### A small window of the routed layout, run 1

Region (15, 4) to (40, 29) um. Cells in gray, sequential cells in the stronger gray; small squares are vias.
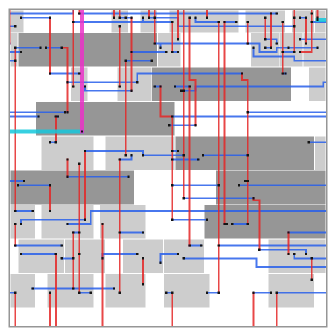
### Register map, names as in the netlist, run 1

(4 px per um)
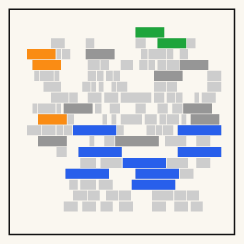
### Pin map, run 1

(8 px per um) Pins as bars across the die edge, other pins in gray.
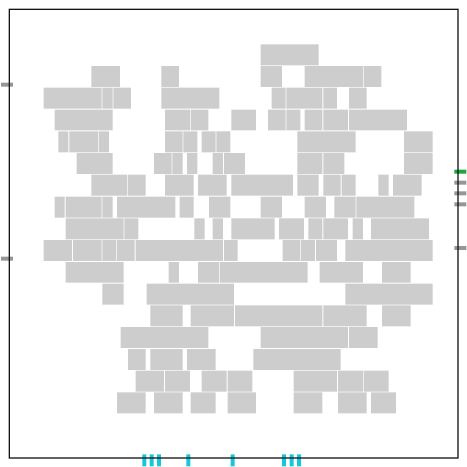
==> config.mk <==
export PLATFORM = sky130hd
export DESIGN_NAME = serial_tx
export DESIGN_NICKNAME = d
export VERILOG_FILES = /design/src/rtl/serial_tx.sv
export SDC_FILE = /design/constraint.sdc
export NUM_CORES = 1
export LEC_CHECK = 0
export CAP_MARGIN = 30
export CELL_PAD_IN_SITES_DETAIL_PLACEMENT = 0
export CELL_PAD_IN_SITES_GLOBAL_PLACEMENT = 1
export CORE_MARGIN = 3
export CORE_UTILIZATION = 45
export CTS_CLUSTER_DIAMETER = 200
export DETAILED_ROUTE_END_ITERATION = 7
export HOLD_SLACK_MARGIN = 0.02
export PLACE_DENSITY = 0.81
export SYNTH_ARGS = -nofsm -noshare
export SYNTH_HDL_FRONTEND = slang
export SYNTH_SLANG_ARGS = --single-unit
==> constraint.sdc <==
create_clock -name clk -period 2.7 [get_ports clk]
set_input_delay 0.54 -clock clk [delete_from_list [all_inputs] [get_ports clk]]
set_output_delay 0.54 -clock clk [all_outputs]
set_load 0.02 [all_outputs]
==> src/rtl/serial_tx.sv <==
// Framed serial transmitter: start bit, LSB-first data, optional even parity,
// stop bit. The word is captured on a valid/ready handshake; all outputs are registered.
module serial_tx #(
    parameter int DATA_W       = 8,
    parameter int CLKS_PER_BIT = 4,
    parameter int PARITY_EN    = 1
) (
    input  logic              clk,
    input  logic              rst,
    input  logic              valid,
    input  logic [DATA_W-1:0] data,
    output logic              ready,
    output logic              tx,
    output logic              busy,
    output logic              done
);

    localparam int BAUD_W = (CLKS_PER_BIT > 1) ? $clog2(CLKS_PER_BIT) : 1;
    localparam int BIT_W  = (DATA_W > 1) ? $clog2(DATA_W) : 1;

    localparam logic [BAUD_W-1:0] BAUD_LAST = BAUD_W'(CLKS_PER_BIT - 1);
    localparam logic [BIT_W-1:0]  BIT_LAST  = BIT_W'(DATA_W - 1);

    localparam logic [2:0] IDLE   = 3'd0;
    localparam logic [2:0] START  = 3'd1;
    localparam logic [2:0] DATA   = 3'd2;
    localparam logic [2:0] PARITY = 3'd3;
    localparam logic [2:0] STOP   = 3'd4;

    logic [2:0]        state;
    logic [BAUD_W-1:0] baud_cnt;
    logic [BIT_W-1:0]  bit_cnt;
    logic [DATA_W-1:0] shreg;
    logic              par;

    logic accept;
    logic bit_end;

    function automatic logic even_parity(input logic [DATA_W-1:0] d);
        return ^d;
    endfunction

    assign accept  = (state == IDLE) && valid && ready;
    assign bit_end = (state != IDLE) && (baud_cnt == BAUD_LAST);

    // Control path: state, counters and the registered outputs.
    always_ff @(posedge clk) begin
        if (!rst) begin
            state    <= IDLE;
            baud_cnt <= '0;
            bit_cnt  <= '0;
            tx       <= 1'b1;
            busy     <= 1'b0;
            ready    <= 1'b0;
            done     <= 1'b0;
        end else begin
            done <= 1'b0;
            if (state == IDLE) begin
                // ready rises one edge after reset release, so the first accept comes a cycle later
                ready <= 1'b1;
                if (accept) begin
                    state    <= START;
                    baud_cnt <= '0;
                    bit_cnt  <= '0;
                    tx       <= 1'b0;
                    busy     <= 1'b1;
                    ready    <= 1'b0;
                end
            end else if (!bit_end) begin
                baud_cnt <= baud_cnt + 1'b1;
            end else begin
                baud_cnt <= '0;
                case (state)
                    START: begin
                        state   <= DATA;
                        bit_cnt <= '0;
                        tx      <= shreg[0];
                    end
                    DATA: begin
                        if (bit_cnt == BIT_LAST) begin
                            if (PARITY_EN != 0) begin
                                state <= PARITY;
                                tx    <= par;
                            end else begin
                                state <= STOP;
                                tx    <= 1'b1;
                            end
                        end else begin
                            bit_cnt <= bit_cnt + 1'b1;
                            tx      <= shreg[0];
                        end
                    end
                    PARITY: begin
                        state <= STOP;
                        tx    <= 1'b1;
                    end
                    STOP: begin
                        state <= IDLE;
                        busy  <= 1'b0;
                        ready <= 1'b1;
                        done  <= 1'b1;
                    end
                    default: begin
                        state <= IDLE;
                        tx    <= 1'b1;
                        busy  <= 1'b0;
                    end
                endcase
            end
        end
    end

    // Data path: shreg[0] always holds the next data bit to drive onto tx.
    always_ff @(posedge clk) begin
        if (accept) begin
            shreg <= data;
            par   <= even_parity(data);
        end else if (bit_end && ((state == START) || ((state == DATA) && (bit_cnt != BIT_LAST)))) begin
            shreg <= shreg >> 1;
        end
    end

endmodule

==> run notes, run 1 <==
Notes on the flow run.

- The cell count after synthesis came out at 101.
- According to the tapcell log, the count of inserted taps is 28.
- The longest incremental delay of any stage on the critical path is reported as 450 ps.
- At the placement stage, the worst setup path has a slack of 488 ps.
- The sequential share of power is 57.9%, for reference.
- The power in sequential cells is 363 uW, for reference.
- In this run, the synthesized area fraction spent on and/or/nand/nor cells is recorded as 18.4%.
- In the final layout, the registers with the most flip-flops are shreg x8, bit_cnt x3, state x3.
- The path with the worst hold slack has its endpoint at bit_cnt[1].
- The flow ran to the end, and the final reports show no timing, DRC or antenna violations.
- The chip area estimate from yosys synthesis is 1120 um^2, for reference.
- The area fraction in compound gates is 10.8%, for reference.
- Dividing the final minimum period by the clock period gives 69.8%.
- The chip occupies 3130 um^2.
- In this run, the clock network consumes 23.6% of the power.
- The max-slew violation count is 0, for reference.
- The area of the multi-input gates is 567 um^2, for reference.
- Summing all non-filler instances in the final layout gives an area of 1300 um^2.
- After detailed routing, the met2 layer carries 856 um of wire.
- The STA report counts the stages on the worst setup path as 5.
- Global routing consumed, on the met2 layer, 21.5% of the routing resources.
About 'A small window of the routed layout':
legend:
  cyan:
    layer: met3
  red:
    layer: met2
  magenta:
    layer: met4
  blue:
    layer: met1
most frequent: edfxtp_1 (7), clkdlybuf4s50_1 (6)
cells with their middle in the window: 34
netlist names of flops here include: `shreg` (6), `par` (1)
sequential cells in the window: 7

About 'Register map, names as in the netlist':
legend:
  green:
    netlist_name: `baud_cnt`
    placed_flops: 2
  orange:
    netlist_name: `bit_cnt`
    placed_flops: 3
  blue:
    netlist_name: `shreg`
    placed_flops: 8
not colored: 8

About 'Pin map':
legend:
  cyan:
    port: `data`
    pins: 8
    direction: input
    edge: bottom
  green:
    port: `done`
    pins: 1
    direction: output
    edge: right
all pins by edge: 8 bottom, 5 right, 2 left
number of port buffers: 14
Vert. Die Dim: 55.9 um

### Logic cells by family, run 1

(4 px per um)
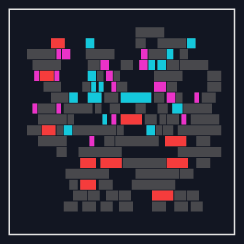

==> run 2, diff against run 1 <==
Settings changed: CORE_UTILIZATION 45 to 38, PLACE_DENSITY 0.81 to 0.73.
Clock period 2.7 ns to 1.7 ns, I/O delays scaled along.
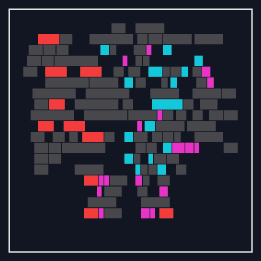
*Logic cells by family, run 2*
(4 px per um)
legend:
  red:
    family: multiplexers
    cells: 10
  cyan:
    family: NOR gates
    cells: 15
  magenta:
    family: NAND gates
    cells: 17

==> run 2 against run 1 <==
Effect of this change: worst hold slack gained 11 ps; non-clock buffer count grew 8; final cell count grew 7.6%; combinational power grew 79%; critical path depth shrank 4; synthesized area is the same; clock power grew 66%; die area grew 16%; core utilization shrank 7.0 points; critical path type is now flip-flop to primary output; critical endpoint is now ready.
==> run notes, run 2 <==
Notes on the flow run.

- Most frequent cells in the layout: clkdlybuf4s50_1, dfxtp_1, nand2_1, buf_4, edfxtp_1 (was clkdlybuf4s50_1, dfxtp_1, nand2_1, edfxtp_1).
- The largest non-sequential cell family by area is simple AND/OR/NAND/NOR gates (unchanged), for reference.
- The endpoint with the worst hold slack is baud_cnt[1] (was bit_cnt[1]).
- The cell area after layout is 1380 um^2 (was 1300 um^2), for reference.
- The total number of tap cells is 31 (was 28).
- The endpoint class of the critical path is a primary output (was flip-flop).
- The number of cells on the critical path is 1 (was 5), for reference.
- The number of instances in the synthesized netlist is 101 (unchanged).
- The fraction of the cycle the final worst path needs is 95.9%, for reference.
- The chip height is 60.3 um (was 55.9 um), for reference.
- The sequential share of power is 55.8% (was 57.9%).
- The fraction of post-synthesis cell area in the top cell type by area is 24.1% (unchanged), for reference.
- The minimum setup slack after placement is -218 ps (was 488 ps), for reference.
- The area share of fa/ha/maj cells after synthesis is 4.46% (unchanged), for reference.
- The detailed-routed wire length on met2 is 977 um (was 856 um), for reference.
- The number of clock buffers in the layout came to 3 (unchanged).
- The die area is 3640 um^2 (was 3130 um^2), for reference.
- The port buffer count is 14 (unchanged), for reference.
- The arrival time reported for the critical path endpoint was 1290 ps (was 1950 ps).
- The power share of the clock group was 23.9% (was 23.6%).
- The power in sequential cells was 571 uW (was 363 uW).
- The total placed cells including tap cells is 151 (was 140), for reference.
- The area of the multi-input gates is 569 um^2 (was 567 um^2), for reference.
- The clock distribution power is 245 uW (was 148 uW), for reference.
- The layout overhead on the synthesized area is 23.2% (was 16.2%).
- The max-slew violation count was 0 (unchanged).
- The count of library flops with an enable pin is 9 (unchanged), for reference.
- The power group with the highest consumption was registers (unchanged).
- Result of the run: finished clean (unchanged).
- The area fraction in compound gates is 10.8% (unchanged), for reference.
- The endpoint required time on the critical path was 1360 ps (was 2770 ps).
- The biggest cell delay along the critical path is 620 ps (was 450 ps), for reference.
- The met2 track demand over resource is 20.4% (was 21.5%).
### Register map, names as in the netlist, run 2

(4 px per um)
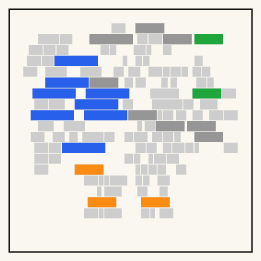

==> run 3, diff against run 2 <==
==> constraint.sdc (replaced) <==
create_clock -name clk -period 1.7 [get_ports clk]
set_input_delay 0.425 -clock clk [delete_from_list [all_inputs] [get_ports clk]]
set_output_delay 0.425 -clock clk [all_outputs]
set_load 0.02 [all_outputs]
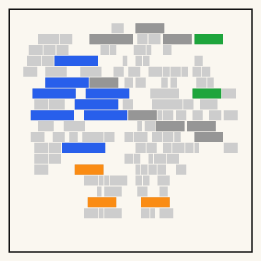
*Register map, names as in the netlist, run 3*
(4 px per um)
legend:
  blue:
    netlist_name: `shreg`
    placed_flops: 8
  green:
    netlist_name: `baud_cnt`
    placed_flops: 2
  orange:
    netlist_name: `bit_cnt`
    placed_flops: 3
not colored: 8
Util after Layout: 49.5%
sequential cell area share: 37.1%
register area: 510 um^2
Seq group: 571 uW

==> run 3 against run 2 <==
Effect of this change: non-clock buffer count unchanged; die area unchanged; count of clock-buffer cells in the layout unchanged; combinational power down 2%; flip-flop count unchanged; final cell count unchanged; register-to-register slack about the same; synthesized area unchanged; critical path type is now input port to flip-flop; critical endpoint is now shreg[3].
==> run notes, run 3 <==
Notes on the flow run.

- Result of the run: finished clean (unchanged).
- The non-clock inverter instance count of the final layout is 0 (unchanged), for reference.
- The cell area after layout is 1380 um^2 (about the same), for reference.
- The number of flip-flops and latches was 21 (unchanged).
- The port buffer count is 14 (unchanged).
- The total cell area at the placement stage is 1350 um^2 (unchanged), for reference.
- The total number of tap cells is 31 (unchanged), for reference.
- The detailed-routed wire length on met2 is 976 um (was 977 um), for reference.
- The fraction of post-synthesis cell area in the top cell type by area is 24.1% (unchanged), for reference.
- The endpoint class of the critical path is a flip-flop (was primary output), for reference.
- The chip area estimate from yosys synthesis came to 1120 um^2 (unchanged).
- The sequential share of power is 56.0% (was 55.8%), for reference.
- The area fraction in compound gates was 10.8% (unchanged).
- The endpoint with the worst hold slack is baud_cnt[1] (unchanged), for reference.
- The post-synthesis share of cell area spent on and, or, nand and nor gates was 18.4% (unchanged).
- The chip height came to 60.3 um (unchanged).
- Most frequent cells in the layout: dfxtp_1, clkdlybuf4s50_1, nand2_1, buf_4, edfxtp_1 (was clkdlybuf4s50_1, dfxtp_1, nand2_1, buf_4, edfxtp_1).
- The max-slew violation count came to 0 (unchanged).
- The number of flip-flops under the largest register name is 8 (unchanged).
- The number of instances in the synthesized netlist is 101 (unchanged), for reference.
- The fraction of the cycle the final worst path needs is 96.9% (was 95.9%), for reference.
- Regs by FF count: shreg x8, bit_cnt x3, state x3 (unchanged).
- The area share of fa/ha/maj cells after synthesis came to 4.46% (unchanged).
- The count of library flops with an enable pin came to 9 (unchanged).
- The family with the most delay on the worst path is buffers and inverters (unchanged).
- The power consumption came to 1020 uW (about the same).
- The met2 track demand over resource is 20.4% (unchanged), for reference.
- The count of max-cap constraint violations was 0 (unchanged).
- The register ranked first by flip-flop count is shreg (unchanged), for reference.
- The total placed cells including tap cells is 151 (unchanged), for reference.
- The worst max-slew margin expressed relative to the limit came to 73.6% (unchanged).
- The power per standard cell area came to 740 nW/um^2 (was 742 nW/um^2).
- The power share of the clock group is 24.0% (was 23.9%), for reference.
- The number of cells on the critical path is 5 (was 1), for reference.
- The area of the multi-input gates came to 569 um^2 (unchanged).
- The count of filler cells inserted in the layout is 251 (was 248).
- The arrival time reported for the critical path endpoint was 1720 ps (was 1290 ps).
- The clock distribution power was 245 uW (about the same).
- The layout overhead on the synthesized area is 22.9% (was 23.2%), for reference.
- The die area is 3640 um^2 (unchanged).
- The endpoint required time on the critical path is 1780 ps (was 1360 ps), for reference.
- The largest non-sequential cell family by area is simple AND/OR/NAND/NOR gates (unchanged).
- The clock insertion delay at the later pin of the skew report is 300 ps (about the same), for reference.
- The number of clock buffers in the layout is 3 (unchanged).
- The minimum setup slack after placement is -303 ps (was -218 ps), for reference.
- The biggest cell delay along the critical path is 470 ps (was 620 ps), for reference.
- The count of unique library cells instantiated by Yosys was 38 (unchanged).
- The termination of the worst setup path is shreg[3] (was ready), for reference.
- The power group with the highest consumption is registers (unchanged).
Power is estimated from default activity; no workload was simulated.
